<file path="src/rtl/secuenciador_ventana.sv">
// rtl/secuenciador_ventana.sv - feeds 64-bit words to the 5-byte window divider, stepping seleccion 0..3 per word.
// Optional one-word prefetch register enabled by SECUENCIADOR_PREFETCH_EN.
module secuenciador_ventana #(
    parameter int PALABRAS_FILA = 4,
    parameter int ANCHO_CONT    = 3
) (
    input  logic        clk,
    input  logic        reset_n,
    input  logic [63:0] entrada_datos,
    input  logic        entrada_valida,
    output logic        entrada_listo,
    output logic [63:0] datos,
    output logic [1:0]  seleccion,
    output logic        salida_valida,
    input  logic        salida_listo,
    output logic        fin_fila,
    input  logic        vaciar
);

    typedef enum logic {VACIO, ACTIVO} estado_t;

    localparam logic [ANCHO_CONT-1:0] CONT_MAX = ANCHO_CONT'(PALABRAS_FILA - 1);

    estado_t               estado, estado_sig;
    logic [63:0]           datos_q, datos_sig;
    logic [1:0]            sel_q, sel_sig;
    logic [ANCHO_CONT-1:0] cont_q, cont_sig;
    logic                  transf_ent, transf_sal, retiro;

`ifdef SECUENCIADOR_PREFETCH_EN
    logic [63:0]           siguiente_q, siguiente_sig;
    logic                  lleno_q, lleno_sig;

    assign entrada_listo = !lleno_q && !vaciar;
`else
    assign entrada_listo = (estado == VACIO) && !vaciar;
`endif

    assign salida_valida = (estado == ACTIVO);
    assign datos         = datos_q;
    assign seleccion     = sel_q;
    assign fin_fila      = salida_valida && (sel_q == 2'd3) && (cont_q == CONT_MAX);

    assign transf_ent = entrada_valida && entrada_listo;
    assign transf_sal = salida_valida && salida_listo;
    assign retiro     = transf_sal && (sel_q == 2'd3);

    always_ff @(posedge clk or negedge reset_n) begin
        if (!reset_n) begin
            estado  <= VACIO;
            datos_q <= '0;
            sel_q   <= '0;
            cont_q  <= '0;
`ifdef SECUENCIADOR_PREFETCH_EN
            siguiente_q <= '0;
            lleno_q     <= 1'b0;
`endif
        end else begin
            estado  <= estado_sig;
            datos_q <= datos_sig;
            sel_q   <= sel_sig;
            cont_q  <= cont_sig;
`ifdef SECUENCIADOR_PREFETCH_EN
            siguiente_q <= siguiente_sig;
            lleno_q     <= lleno_sig;
`endif
        end
    end

    always_comb begin
        estado_sig = estado;
        datos_sig  = datos_q;
        sel_sig    = sel_q;
        cont_sig   = cont_q;
`ifdef SECUENCIADOR_PREFETCH_EN
        siguiente_sig = siguiente_q;
        lleno_sig     = lleno_q;
`endif
        // Flush wins over everything; datos is deliberately left untouched.
        if (vaciar) begin
            estado_sig = VACIO;
            sel_sig    = '0;
            cont_sig   = '0;
`ifdef SECUENCIADOR_PREFETCH_EN
            lleno_sig  = 1'b0;
`endif
        end else begin
            case (estado)
                VACIO: begin
                    if (transf_ent) begin
                        datos_sig  = entrada_datos;
                        sel_sig    = '0;
                        estado_sig = ACTIVO;
                    end
                end
                ACTIVO: begin
`ifdef SECUENCIADOR_PREFETCH_EN
                    // A word arriving on the retirement cycle bypasses siguiente.
                    if (transf_ent && !retiro) begin
                        siguiente_sig = entrada_datos;
                        lleno_sig     = 1'b1;
                    end
`endif
                    if (transf_sal && !retiro) begin
                        sel_sig = sel_q + 2'd1;
                    end else if (retiro) begin
                        sel_sig  = '0;
                        cont_sig = (cont_q == CONT_MAX) ? '0 : cont_q + ANCHO_CONT'(1);
`ifdef SECUENCIADOR_PREFETCH_EN
                        if (lleno_q) begin
                            datos_sig = siguiente_q;
                            lleno_sig = 1'b0;
                        end else if (transf_ent) begin
                            datos_sig = entrada_datos;
                        end else begin
                            estado_sig = VACIO;
                        end
`else
                        estado_sig = VACIO;
`endif
                    end
                end
                default: estado_sig = VACIO;
            endcase
        end
    end

endmodule

</file>
<file path="config.mk">
export PLATFORM = sky130hd
export DESIGN_NAME = secuenciador_ventana
export DESIGN_NICKNAME = d
export VERILOG_FILES = /design/src/rtl/secuenciador_ventana.sv
export SDC_FILE = /design/constraint.sdc
export NUM_CORES = 1
export LEC_CHECK = 0
export ABC_AREA = 1
export CORE_MARGIN = 5
export CORE_UTILIZATION = 65
export CTS_CLUSTER_DIAMETER = 60
export DETAILED_ROUTE_END_ITERATION = 12
export DONT_BUFFER_PORTS = 1
export GPL_TIMING_DRIVEN = 1
export PLACE_DENSITY = 0.79
export SLEW_MARGIN = 40
export SYNTH_ARGS = -nofsm -noshare
export SYNTH_HDL_FRONTEND = slang
export SYNTH_SLANG_ARGS = --single-unit
</file>
<file path="constraint.sdc">
create_clock -name clk -period 2.75 [get_ports clk]
set_input_delay 0.4125 -clock clk [delete_from_list [all_inputs] [get_ports clk]]
set_output_delay 0.4125 -clock clk [all_outputs]
set_load 0.05 [all_outputs]
</file>
Fig. 1: clock distribution
(6 px per µm)
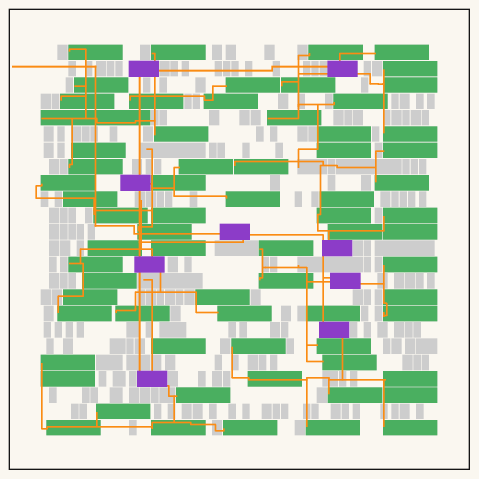
Key: cells driving clock nets = purple [count 9]; flip-flops = green [count 70]; clock wires = orange [length 749 µm]
Position of the flops: spread over the die.

Fig. 2: met2 routing
(6 px per µm)
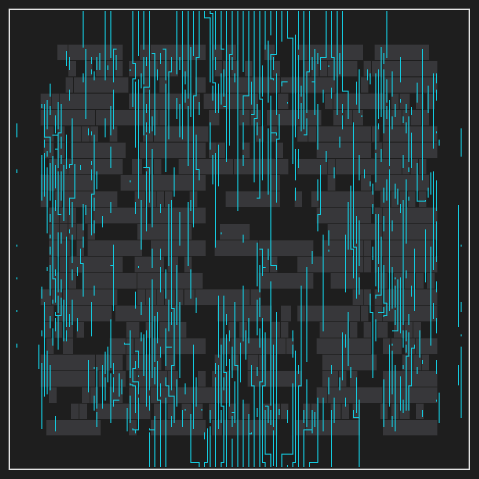
The layer carries 3050 µm of wire. 293 nets have wire on it.
met2 Usage GRT: 0.356
DR vias: 2105

Fig. 3: clock routing
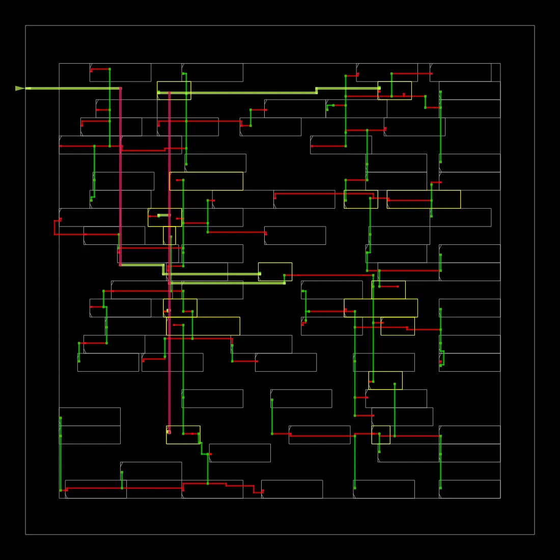
CTS buffer count: 9
Late-Pin Clk Latency: 330 ps

Fig. 4: I/O nets highlighted
(4 px per µm)
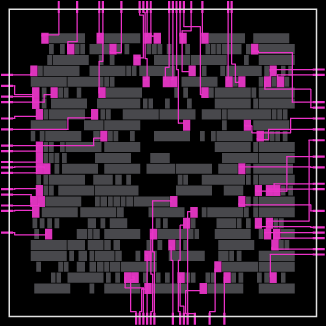
Key: `entrada_datos` = magenta [direction input, end cells 64, buffers 0, wire 933 µm]

==> results.json <==
{
  "r2r-start": "salida_valida",
  "logic_area_um2": 948,
  "yosysWarnings": 0,
  "aoi_share": 0.00698,
  "gr-total-overflow": 0,
  "worstMarginPinSlew_ps": 612,
  "clk_share": 0.0863,
  "pre_cts_slack_ps": 723,
  "cap_violations": 0,
  "hpwl_mm": 4.11,
  "warning_count": 26,
  "drt-met1-wl_mm": 2.49,
  "ff_count": 70,
  "outcome": "complete, no violations",
  "die_y_um": 76.4,
  "ys_sh_xor": 0,
  "mux_share": 0,
  "crit_type": "reg -> out",
  "final_max_slew_viol_count": 0,
  "met3_wirelength_um": 714,
  "p_switching_mw": 1.18,
  "syn_area_per_cell_um2": 9.08,
  "ys_area_um2": 2870,
  "async_flop_share": 1.00,
  "power_clock_mw": 1.09,
  "ys.flops": 70,
  "crit_arrival_ps": 1770,
  "hold_violations": 0,
  "first_pass_iters": 4,
  "period_used_share": 0.792,
  "fp_nets": 387,
  "wl_met2_mm": 3.05,
  "antenna_found_initial": 0,
  "power.group.top": "sequential cells",
  "postSynthCellCount": 316,
  "clkbuf_count": 10,
  "nMultiInputCombCells": 219,
  "ff2ff_path_depth": 5,
  "grt_max_degree": 71,
  "slowest_delay_ps": 680,
  "comb_power_share": 0.071,
  "synth.distinct_cells": 14,
  "rr_endpoint": "datos[36]",
  "synthSimpleGateAreaFrac": 0.312,
  "fill_cells": 335,
  "clock_skew_ps": 4.65,
  "ys_seq_frac": 0.611,
  "fp_util": 0.663,
  "top_layer_used": "met4",
  "p_seq_mw": 1.84,
  "dp_cells": 350,
  "antenna_cells": 0,
  "hold_class": "in -> reg",
  "final_common_cell": "nand2_1",
  "hold_start": "entrada_datos[26]",
  "flop_area_um2": 1750,
  "use_met1": 0.272,
  "buffer_area_frac": 0.0232,
  "pg_comb_uw": 222,
  "grt_busiest_layer": "met2",
  "drc": 0,
  "rsz0062_at_grt": "false",
  "crit_family": "flip-flops",
  "fmax_mhz": 459,
  "coreArea_um2": 4320,
  "fin_ws_ps": 572,
  "crit_path_start": "seleccion[0]",
  "power_frac_seq": 0.584,
  "track_usage": 0.226,
  "final_nets": 382,
  "place_congestion": 0.778,
  "hold_slack_ps": 214,
  "cp_max_fo": 4,
  "fin_util": 0.724,
  "via_per_inst": 5.72,
  "taps": 52,
  "max_slew_margin": 0.592,
  "top_cell": "nand2_1",
  "ir_worst_vdd_mv": 0.536,
  "setup_viol_count_final": 0,
  "p_leak_nw": 1.68,
  "p_sw_frac": 0.375,
  "cts.path.max_buffers": 2
}
